### src/rtl/pipelined_ripple_adder.sv
// Pipelined ripple-carry adder/subtractor split into STAGES chunks of WIDTH/STAGES bits.
// Latency: exactly STAGES cycles. Throughput: one operation per cycle.
// Backpressure: none. Every accepted operation emerges STAGES cycles later and must be taken.
//
// Ports:
//   clk, reset            rising-edge clock, synchronous active-high reset
//   in_valid, Sub, Cin    issue strobe; Sub=1 selects A-B (Cin ignored), else A+B+Cin
//   A, B                  WIDTH-bit operands
//   out_valid             Sum/Cout/Ovf carry a new result this cycle
//   Sum, Cout, Ovf        result mod 2^WIDTH, MSB carry (1 = no borrow on subtract), signed overflow
module pipelined_ripple_adder #(
  parameter int WIDTH  = 16,
  parameter int STAGES = 4
) (
  input  logic             clk,
  input  logic             reset,
  input  logic             in_valid,
  input  logic             Sub,
  input  logic             Cin,
  input  logic [WIDTH-1:0] A,
  input  logic [WIDTH-1:0] B,
  output logic             out_valid,
  output logic [WIDTH-1:0] Sum,
  output logic             Cout,
  output logic             Ovf
);

  localparam int CW = WIDTH / STAGES;

  logic [WIDTH-1:0]           bx;
  logic                       c0;
  logic [STAGES-1:0]          stage_vld;   // valid bit entering stage k this cycle
  logic [STAGES-1:0]          stage_cin;   // carry entering stage k this cycle
  logic [STAGES-1:0][CW-1:0]  a_at;        // chunk k of A after k cycles of skew
  logic [STAGES-1:0][CW-1:0]  b_at;        // chunk k of Bx after k cycles of skew
  logic [STAGES-1:0][CW-1:0]  chunk_sum;
  logic [STAGES-1:0]          chunk_cout;

  logic [STAGES-1:0]          v_q, v_d;
  logic [STAGES-1:0]          c_q, c_d;
  logic                       ovf_q, ovf_d;

  // Subtract is A + ~B + 1, so Cin is replaced by the forced 1.
  assign bx = Sub ? ~B : B;
  assign c0 = Sub | Cin;

  always_comb begin
    stage_vld[0] = in_valid;
    stage_cin[0] = c0;
    for (int k = 1; k < STAGES; k++) begin
      stage_vld[k] = v_q[k-1];
      stage_cin[k] = c_q[k-1];
    end
  end

  always_comb begin
    chunk_sum  = '0;
    chunk_cout = '0;
    for (int k = 0; k < STAGES; k++) begin
      {chunk_cout[k], chunk_sum[k]} = {1'b0, a_at[k]} + {1'b0, b_at[k]} + {{CW{1'b0}}, stage_cin[k]};
    end
  end

  // Valid bits always shift; carries and overflow only load behind a valid
  // bit so the output side holds the last result across bubbles.
  always_comb begin
    v_d   = stage_vld;
    c_d   = c_q;
    ovf_d = ovf_q;
    for (int k = 0; k < STAGES; k++) begin
      if (stage_vld[k]) c_d[k] = chunk_cout[k];
    end
    // The top chunk's operand MSBs arrive here through the skew registers.
    if (stage_vld[STAGES-1]) begin
      ovf_d = (a_at[STAGES-1][CW-1] == b_at[STAGES-1][CW-1]) &&
              (chunk_sum[STAGES-1][CW-1] != a_at[STAGES-1][CW-1]);
    end
  end

  always_ff @(posedge clk) begin
    if (reset) begin
      v_q   <= '0;
      c_q   <= '0;
      ovf_q <= 1'b0;
    end else begin
      v_q   <= v_d;
      c_q   <= c_d;
      ovf_q <= ovf_d;
    end
  end

  assign out_valid = v_q[STAGES-1];
  assign Cout      = c_q[STAGES-1];
  assign Ovf       = ovf_q;

  // Per chunk k: k skew registers ahead of its adder, then a chain of
  // STAGES-k sum registers (the adder's own register plus deskew). A register
  // sitting at pipeline position p loads only when stage_vld[p] is set.
  for (genvar k = 0; k < STAGES; k++) begin : g_chunk
    localparam int DS = STAGES - k;

    logic [DS-1:0][CW-1:0] s_q, s_d;

    if (k == 0) begin : g_no_skew
      assign a_at[k] = A[CW-1:0];
      assign b_at[k] = bx[CW-1:0];
    end else begin : g_skew
      logic [k-1:0][CW-1:0] a_q, a_d, b_q, b_d;

      always_comb begin
        a_d = a_q;
        b_d = b_q;
        if (stage_vld[0]) begin
          a_d[0] = A[k*CW +: CW];
          b_d[0] = bx[k*CW +: CW];
        end
        for (int j = 1; j < k; j++) begin
          if (stage_vld[j]) begin
            a_d[j] = a_q[j-1];
            b_d[j] = b_q[j-1];
          end
        end
      end

      always_ff @(posedge clk) begin
        if (reset) begin
          a_q <= '0;
          b_q <= '0;
        end else begin
          a_q <= a_d;
          b_q <= b_d;
        end
      end

      assign a_at[k] = a_q[k-1];
      assign b_at[k] = b_q[k-1];
    end

    always_comb begin
      s_d = s_q;
      if (stage_vld[k]) s_d[0] = chunk_sum[k];
      for (int j = 1; j < DS; j++) begin
        if (stage_vld[k+j]) s_d[j] = s_q[j-1];
      end
    end

    always_ff @(posedge clk) begin
      if (reset) s_q <= '0;
      else       s_q <= s_d;
    end

    assign Sum[k*CW +: CW] = s_q[DS-1];
  end

endmodule

### config.mk
export PLATFORM = sky130hd
export DESIGN_NAME = pipelined_ripple_adder
export DESIGN_NICKNAME = d
export VERILOG_FILES = /design/src/rtl/pipelined_ripple_adder.sv
export SDC_FILE = /design/constraint.sdc
export NUM_CORES = 1
export LEC_CHECK = 0
export CAP_MARGIN = 20
export CORE_MARGIN = 2
export CORE_UTILIZATION = 40
export CTS_CLUSTER_SIZE = 14
export DETAILED_ROUTE_END_ITERATION = 10
export GPL_TIMING_DRIVEN = 0
export PLACE_DENSITY = 0.72
export SLEW_MARGIN = 20
export SYNTH_ARGS = -nofsm -noshare
export SYNTH_HDL_FRONTEND = slang
export SYNTH_SLANG_ARGS = --single-unit
### constraint.sdc
create_clock -name clk -period 2.15 [get_ports clk]
set_input_delay 0.215 -clock clk [delete_from_list [all_inputs] [get_ports clk]]
set_output_delay 0.215 -clock clk [all_outputs]
set_load 0.05 [all_outputs]
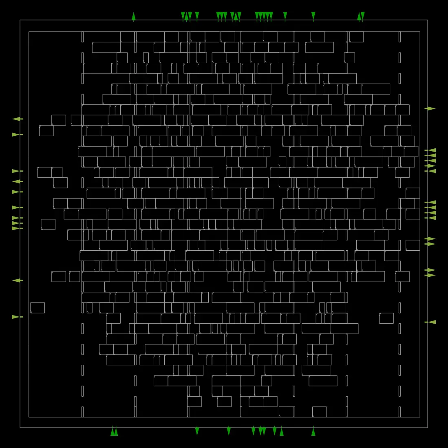
placement.png
final core utilization: 49.4%
Finished Layout Cells: 607
filler cell count: 978
FP Rows: 37
Seq/total area: 38.3%

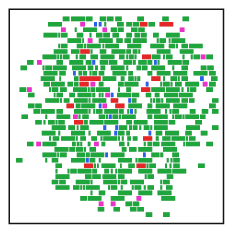
sizes.png
(2 px per um)
Green stands for _0 and _1 cells, cells 419, share 89%, most used dfxtp_1. Magenta stands for _3 and _4 cells, cells 18, share 3.8%, most used buf_4. Red stands for _6 and larger, cells 15, share 3.2%, most used clkbuf_8. Blue stands for _2 cells, cells 19, share 4.0%, most used buf_2.
bufs w/o clock: 91
Final Cell Area: 0.00508 mm^2
area grow syn2layout: 21.0%

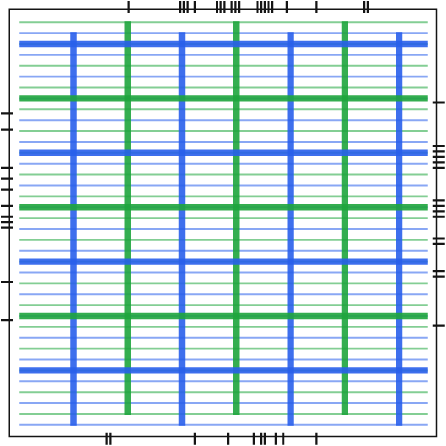
power_grid.png
(4 px per um) Pins as bars on the die edge.
Blue stands for VSS. Green stands for VDD.
7 straps on met5. 7 straps on met4.

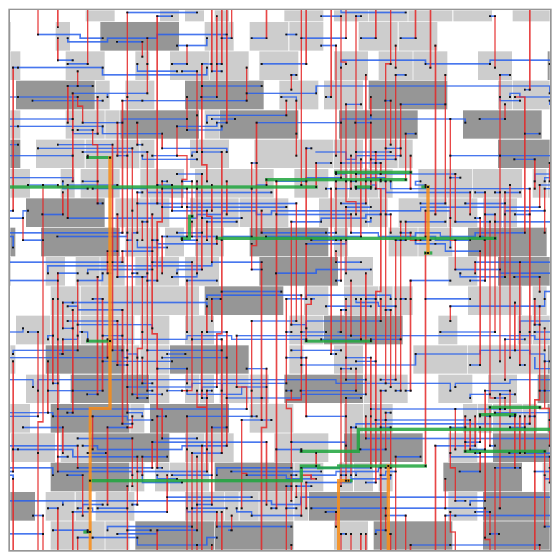
detail.png
Region (28, 49) to (78, 99) um. Cells in grey, sequential cells in the stronger grey; small squares are vias.
Red stands for metal 2. Green stands for metal 3. Orange stands for metal 4. Blue stands for metal 1.
Most frequent: dfxtp_1 (35), nor2_1 (30), a211oi_1 (17). Netlist names of flops here include `g_chunk.g_skew.b_q` (13), `g_chunk.s_q` (10), `c_q` (3). Sequential cells in the window: 35. 169 logic cells have their middle in the window.

report_power, final:
part           internal, mW  switching (mW)
sequential             1.87          0.0466
clock                 0.568           0.581
combinational         0.212           0.210
total                  2.65           0.838
cell type report:
type	count	area [um^2]	share of cell area, %
repair buffers	52	520	10.3
clock inverters	3	40.0	0.789
clock buffers	13	149	2.93
plain buffers	39	273	5.37
flip-flops and latches	97	1940	38.3
well taps	136	170	3.35
multi-input cells	262	1960	38.7
inverters	5	18.8	0.370
cell usage after synthesis (all sizes together):
| library cell | number |
|---|---|
| nand3b | 1 |
| a21oi | 7 |
| a311oi | 1 |
| xor2 | 4 |
| ha | 12 |
| nor4 | 1 |
| nand2 | 5 |
| a21o | 6 |
| clkbuf | 1 |
| nor2 | 89 |
| xnor2 | 16 |
| nor3b | 1 |
| or2 | 1 |
| dfxtp | 97 |
| fa | 8 |
| or3b | 3 |
| mux2i | 68 |
| nor4bb | 1 |
| buf | 38 |
| a211o | 1 |
| inv | 5 |
| o221ai | 3 |
| nand3 | 1 |
| o311ai | 1 |
| nand2b | 3 |
| a211oi | 19 |
| a2111o | 4 |
| nor2b | 4 |
| o21ai | 1 |
| and3 | 1 |
through the flow:
step / hold WS [ns] / std cells
after floorplan: 0.362 / 403
after global placement: 0.471 / 591
after detailed placement: 0.478 / 591
after CTS: 0.232 / 607
after global routing: 0.254 / 607
final: 0.247 / 607
per-layer routing:
layer	track usage (%)	vias up	share of wire [%]
met2	27.5	64	47
li1	-	1488	-
met4	7.33	0	1.6
met3	2.70	13	3.5
met1	20.1	1401	47
met5	0	-	0
registers in the layout, indices dropped and copies added, names as in the netlist:
name and cells:
g_chunk.s_q 28, g_chunk.g_skew.a_q 16, g_chunk.g_skew.b_q 16, Sum 12, a_at 8, b_at 8
c_q 4, v_q 4, Ovf 1
==> metrics.cfg <==
[run_status]
status = finished, final reports clean

[sta]
worst_pin_slew_ns = 0.500
setup_viol_count_final = 0
min_period_over_period_pct = 89.9
setup_slack_ns = 0.216
max_freq_ghz = 0.517

[critical_path]
cp-start-kind = input pin
crit_path_frequent_cell = fa_1
critPathKind = in2reg
worstPathCellList = clkdlybuf4s50_1 > or2_2 > fa_1 > fa_1 > a21o_1 > a21oi_1 > a211oi_1

[synth]
synthXorXnorAreaFrac_pct = 4.17
ys_sh_simple_pct = 11.2
synth_warnings = 0

[floorplan]
die_w_um = 106

[detailed_routing]
wl_um = 8850

[placed_design]
gp_congestion = 0.823

[run]
drv_cap = 0

[finish]
drive_gt1_share_pct = 11.0

[hold_path]
min_from = in_valid

[clock_network]
cts.clk_slew.worst_paths_ns = 0.09

